**src/rtl/wb_cmd_master.sv**
```systemverilog
// wb_cmd_master
//   Single-outstanding Wishbone B4 pipelined master. Converts a valid/ready
//   command into one bus cycle, retries on rty and returns a one-cycle
//   response pulse.
//
//   Optional feature macro: WB_CMD_MASTER_TIMEOUT_EN
//     defined   -> 8-bit bus timeout counter aborts a cycle after TIMEOUT
//     undefined -> master waits indefinitely, rsp_timeout_o is constant 0
//
//   Ports
//     clk_i, rst_i               clock, synchronous active-high reset
//     req_valid_i / req_ready_o  command handshake (ready only in IDLE)
//     req_we_i, req_addr_i, req_sel_i, req_wdata_i   command fields
//     rsp_valid_o                one-cycle response pulse
//     rsp_rdata_o                read data, held until the next read ack
//     rsp_err_o, rsp_timeout_o   response status, qualified by rsp_valid_o
//     wb_*_o / wb_*_i            Wishbone master side
//
//   state   | meaning
//   --------+-----------------------------------------------------------
//   IDLE    | ready for a command
//   STROBE  | cyc=stb=1, waiting for stall to drop (or early termination)
//   WAIT    | cyc=1, stb=0, waiting for ack/err/rty
//   BACKOFF | one idle bus cycle before reissuing after rty
//   RESP    | rsp_valid_o pulse, bus idle

module wb_cmd_master #(
  parameter int ADDR_WIDTH = 32,
  parameter int MAX_RETRY  = 3,   // 0..255
  parameter int TIMEOUT    = 255  // 1..255
) (
  input  logic                  clk_i,
  input  logic                  rst_i,
  input  logic                  req_valid_i,
  output logic                  req_ready_o,
  input  logic                  req_we_i,
  input  logic [ADDR_WIDTH-1:0] req_addr_i,
  input  logic [3:0]            req_sel_i,
  input  logic [31:0]           req_wdata_i,
  output logic                  rsp_valid_o,
  output logic [31:0]           rsp_rdata_o,
  output logic                  rsp_err_o,
  output logic                  rsp_timeout_o,
  output logic                  wb_cyc_o,
  output logic                  wb_stb_o,
  output logic                  wb_we_o,
  output logic [ADDR_WIDTH-1:0] wb_adr_o,
  output logic [3:0]            wb_sel_o,
  output logic [31:0]           wb_dat_o,
  input  logic [31:0]           wb_dat_i,
  input  logic                  wb_ack_i,
  input  logic                  wb_err_i,
  input  logic                  wb_rty_i,
  input  logic                  wb_stall_i
);

  typedef enum logic [2:0] {
    S_IDLE, S_STROBE, S_WAIT, S_BACKOFF, S_RESP
  } state_t;

  state_t                r_state, w_state_nxt;
  logic                  r_we;
  logic [ADDR_WIDTH-1:0] r_adr;
  logic [3:0]            r_sel;
  logic [31:0]           r_dat;
  logic [7:0]            r_retry;
  logic [31:0]           r_rdata;
  logic                  r_rsp_err;
  logic                  r_rsp_tmo;

  logic w_accept, w_retry_inc, w_load_rsp, w_rsp_err, w_rsp_tmo, w_cap_rdata;
  logic w_timeout;

`ifdef WB_CMD_MASTER_TIMEOUT_EN
  logic [7:0] r_tmo_cnt;

  // Cleared whenever the bus is not in a cycle, so it restarts after BACKOFF.
  always_ff @(posedge clk_i) begin
    if (rst_i) begin
      r_tmo_cnt <= 8'd0;
    end else if (r_state == S_STROBE || r_state == S_WAIT) begin
      r_tmo_cnt <= r_tmo_cnt + 8'd1;
    end else begin
      r_tmo_cnt <= 8'd0;
    end
  end

  // Counter is 0 in the first cyc cycle, so TIMEOUT-1 marks the last one.
  assign w_timeout = (r_tmo_cnt == 8'(TIMEOUT - 1));
`else
  logic [7:0] w_unused_tmo;
  assign w_unused_tmo = 8'(TIMEOUT);
  assign w_timeout    = 1'b0;
`endif

  always_comb begin
    w_state_nxt = r_state;
    w_accept    = 1'b0;
    w_retry_inc = 1'b0;
    w_load_rsp  = 1'b0;
    w_rsp_err   = 1'b0;
    w_rsp_tmo   = 1'b0;
    w_cap_rdata = 1'b0;
    req_ready_o = 1'b0;
    wb_cyc_o    = 1'b0;
    wb_stb_o    = 1'b0;
    rsp_valid_o = 1'b0;
    case (r_state)
      S_IDLE: begin
        req_ready_o = ~rst_i;
        if (req_valid_i) begin
          w_accept    = 1'b1;
          w_state_nxt = S_STROBE;
        end
      end
      S_STROBE, S_WAIT: begin
        wb_cyc_o = 1'b1;
        wb_stb_o = (r_state == S_STROBE);
        // err > ack > rty; a real termination beats a same-cycle timeout.
        if (wb_err_i) begin
          w_state_nxt = S_RESP;
          w_load_rsp  = 1'b1;
          w_rsp_err   = 1'b1;
        end else if (wb_ack_i) begin
          w_state_nxt = S_RESP;
          w_load_rsp  = 1'b1;
          w_cap_rdata = ~r_we;
        end else if (wb_rty_i) begin
          if (r_retry < 8'(MAX_RETRY)) begin
            w_state_nxt = S_BACKOFF;
            w_retry_inc = 1'b1;
          end else begin
            w_state_nxt = S_RESP;
            w_load_rsp  = 1'b1;
            w_rsp_err   = 1'b1;
          end
        end else if (w_timeout) begin
          w_state_nxt = S_RESP;
          w_load_rsp  = 1'b1;
          w_rsp_err   = 1'b1;
          w_rsp_tmo   = 1'b1;
        end else if (r_state == S_STROBE && !wb_stall_i) begin
          w_state_nxt = S_WAIT;
        end
      end
      S_BACKOFF: w_state_nxt = S_STROBE;
      S_RESP: begin
        rsp_valid_o = 1'b1;
        w_state_nxt = S_IDLE;
      end
      default: w_state_nxt = S_IDLE;
    endcase
  end

  always_ff @(posedge clk_i) begin
    if (rst_i) begin
      r_state   <= S_IDLE;
      r_we      <= 1'b0;
      r_adr     <= '0;
      r_sel     <= 4'd0;
      r_dat     <= 32'd0;
      r_retry   <= 8'd0;
      r_rdata   <= 32'd0;
      r_rsp_err <= 1'b0;
      r_rsp_tmo <= 1'b0;
    end else begin
      r_state <= w_state_nxt;
      if (w_accept) begin
        r_we    <= req_we_i;
        r_adr   <= req_addr_i;
        r_sel   <= req_sel_i;
        r_dat   <= req_wdata_i;
        r_retry <= 8'd0;
      end else if (w_retry_inc) begin
        r_retry <= r_retry + 8'd1;
      end
      if (w_load_rsp) begin
        r_rsp_err <= w_rsp_err;
        r_rsp_tmo <= w_rsp_tmo;
      end
      if (w_cap_rdata) begin
        r_rdata <= wb_dat_i;
      end
    end
  end

  assign wb_we_o       = r_we;
  assign wb_adr_o      = r_adr;
  assign wb_sel_o      = r_sel;
  assign wb_dat_o      = r_dat;
  assign rsp_rdata_o   = r_rdata;
  assign rsp_err_o     = r_rsp_err;
  assign rsp_timeout_o = r_rsp_tmo;

endmodule

```
**config.mk**
```make
export PLATFORM = sky130hd
export DESIGN_NAME = wb_cmd_master
export DESIGN_NICKNAME = d
export VERILOG_FILES = /design/src/rtl/wb_cmd_master.sv
export SDC_FILE = /design/constraint.sdc
export NUM_CORES = 1
export LEC_CHECK = 0
export CAP_MARGIN = 20
export CORE_UTILIZATION = 39
export DETAILED_ROUTE_END_ITERATION = 10
export PLACE_DENSITY = 0.89
export SLEW_MARGIN = 20
export SYNTH_ARGS = -nofsm -noshare
export SYNTH_HDL_FRONTEND = slang
export SYNTH_SLANG_ARGS = --single-unit
```
**constraint.sdc**
```tcl
create_clock -name clk_i -period 2.22 [get_ports clk_i]
set_clock_uncertainty 0.05 [all_clocks]
set_input_delay 0.444 -clock clk_i [delete_from_list [all_inputs] [get_ports clk_i]]
set_output_delay 0.444 -clock clk_i [all_outputs]
set_load 0.01 [all_outputs]
```
==> impl_metrics.csv, run 1 <==
group,metric,value,unit
final_timing,fin_crit,2130,ps
final_layout,clk_share,8.47,%
power,power_frac_comb,17.2,%
synthesis,top_cells_by_count,"nand2_1 (139), dfxtp_1 (113), a21oi_1 (72)",
synthesis,synth_top_cell_by_count,"nand2_1",
setup_path,worstSetupPathType,"register to primary output",
synthesis,mux_area_share,7.73,%
synthesis,async_flop_share,0,%
final_layout,flops,113,
setup_path,crit_path_end_kind,"primary output",
detailed_routing,wl_met3,940,um
power,clock_power,2.72,mW
global_routing,grt_pass1_wl,19.0,mm
synthesis,synth_seq_share,54.6,%
worst_hold_path,worst_hold_path.num_cells,2,
clock_tree,clk_pin_slew,60,ps
synthesis,ys_top_cells_by_area,"dfxtp_1 (55%), nand2_1 (13%), a21oi_1 (8.7%)",
detailed_routing,highest_layer,"met4",
synthesis,compound_area_share,11.0,%
clock_tree,post_cts_buffers,0,
outcome,status,"completed",
power,p_seq,2.26,mW
setup_path,critPathMaxStageDelay,380,ps
job,cap_violations,0,
final_layout,comb_area,1680,um^2
final_timing,setup_slack,85.4,ps
power,intPower,4.61,mW
placement,portBuffers,213,
setup_path,crit_slowest_cell,"dfxtp_4",
power,power_frac_seq,37.5,%
placement,routabilityCongestion,0.824,
final_layout,largest_cell_class,"registers",
worst_hold_path,worstHoldStart,"wb_adr_o[7]",
final_timing,finalSetupViolations,0,
global_routing,grt_max_degree,71,
setup_path,critPathLaunchType,"register",
detailed_routing,dr_wl_met2,5.87,mm
Fig. 1: run 1, placed standard cells
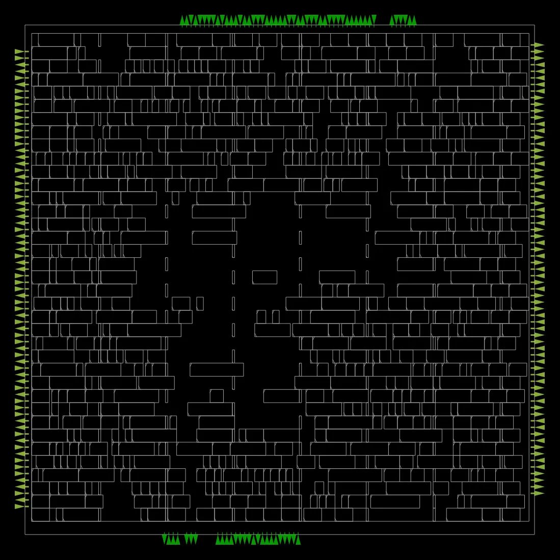
sequential cell area share: 32.5%
Cell Rows: 37
core box area: 10,300 um^2
Tapcells: 136
fillers: 793

Fig. 2: run 1, placement by cell class
Scale bar: 20 um. Fill, decap, tap and diode cells in gray.
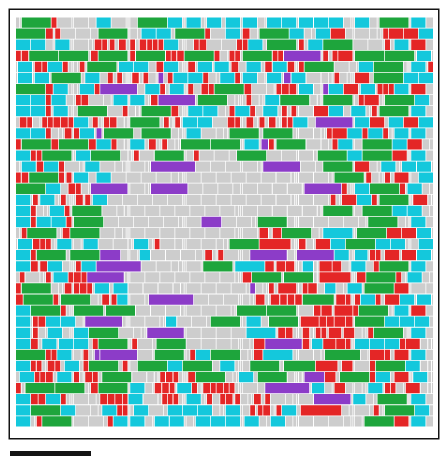
red -> combinational and other logic  # cells 325, share of their area 25%
purple -> clock drivers and dummy loads  # cells 30, share of their area 8.7%
green -> sequential cells  # cells 113, share of their area 33%
cyan -> remaining buffers and delay cells  # cells 222, share of their area 33%

Fig. 3: run 1, met1 routing
Supply wires on this layer in gray.
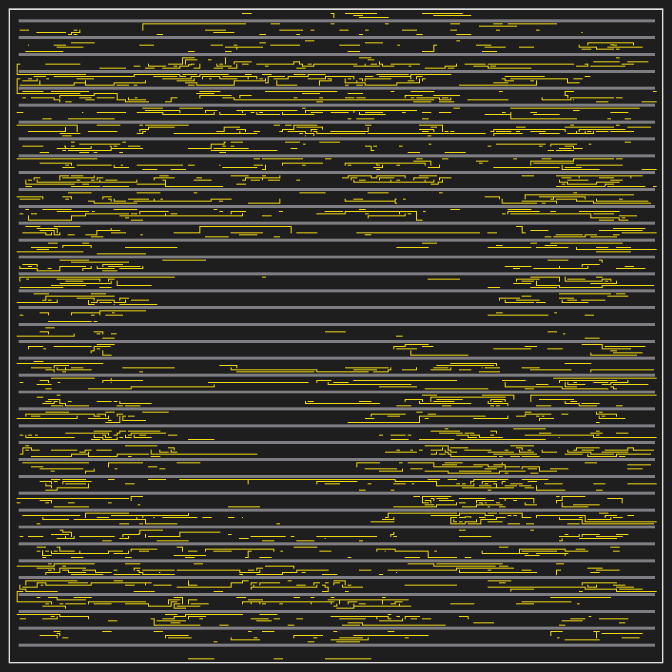
share of all routed wire = 40%
longest straight run = 34.7 um

## Run 2: what changed since run 1
--- a/config.mk
+++ b/config.mk
@@ -5,7 +5,7 @@
 export SDC_FILE = /design/constraint.sdc
 export NUM_CORES = 1
 export LEC_CHECK = 0
-export CAP_MARGIN = 20
+export CAP_MARGIN = 10
 export CORE_UTILIZATION = 39
 export DETAILED_ROUTE_END_ITERATION = 10
 export PLACE_DENSITY = 0.89
Fig. 4: run 2, placement by cell class
Scale bar: 20 um. Fill, decap, tap and diode cells in gray.
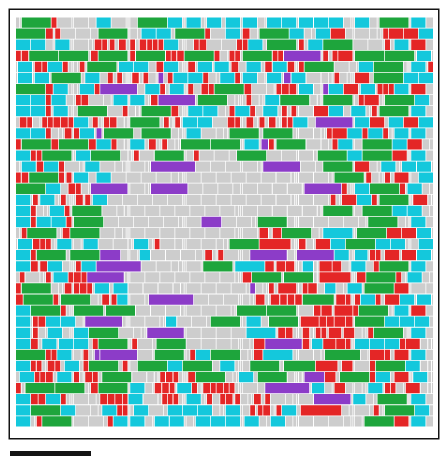
purple -> clock drivers and dummy loads  # cells 30, share of their area 8.7%
cyan -> remaining buffers and delay cells  # cells 222, share of their area 33%
green -> sequential cells  # cells 113, share of their area 33%
red -> combinational and other logic  # cells 325, share of their area 25%
Core Util, Final: 67.5%
design area: 6970 um^2

==> run 2 against run 1 <==
  * Clock power about the same
  * Sequential share of layout area unchanged
  * Final area unchanged
  * Sequential power about the same
  * Synthesized cell count unchanged
  * Count of clock-buffer cells in the layout unchanged
  * Largest power group unchanged
==> impl_metrics.csv, run 2 <==
group,metric,value,unit
final_layout,largest_cell_class,"registers",
setup_path,crit_path_end_kind,"primary output",
synthesis,compound_area_share,11.0,%
final_layout,clk_share,8.47,%
final_timing,finalSetupViolations,0,
final_layout,seq_share,32.5,%
detailed_routing,wl_met3,940,um
final_timing,fin_crit,2130,ps
outcome,status,"completed",
worst_hold_path,worstHoldStart,"wb_adr_o[7]",
synthesis,mux_area_share,7.73,%
setup_path,critPathMaxStageDelay,380,ps
detailed_routing,highest_layer,"met4",
synthesis,synth_top_cell_by_count,"nand2_1",
synthesis,async_flop_share,0,%
final_layout,fill_cells,793,
power,clock_power,2.72,mW
global_routing,grt_pass1_wl,19.0,mm
floorplanning,row_count,37,
floorplanning,coreArea,10300,um^2
placement,portBuffers,213,
Fig. 5: run 2, routed metal, one color a layer
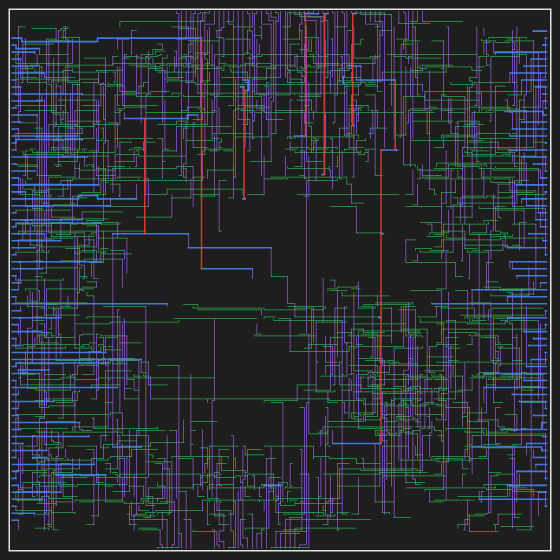
blue -> metal 3  # wire length 941 um
red -> metal 4  # wire length 237 um
green -> metal 1  # wire length 4,760 um
purple -> metal 2  # wire length 5,870 um
WL final: 11.8 mm
WL/cell: 14.3 um
DR vias: 4,019
Total GRT Usage: 21.9%

Power is estimated from default activity; no workload was simulated.
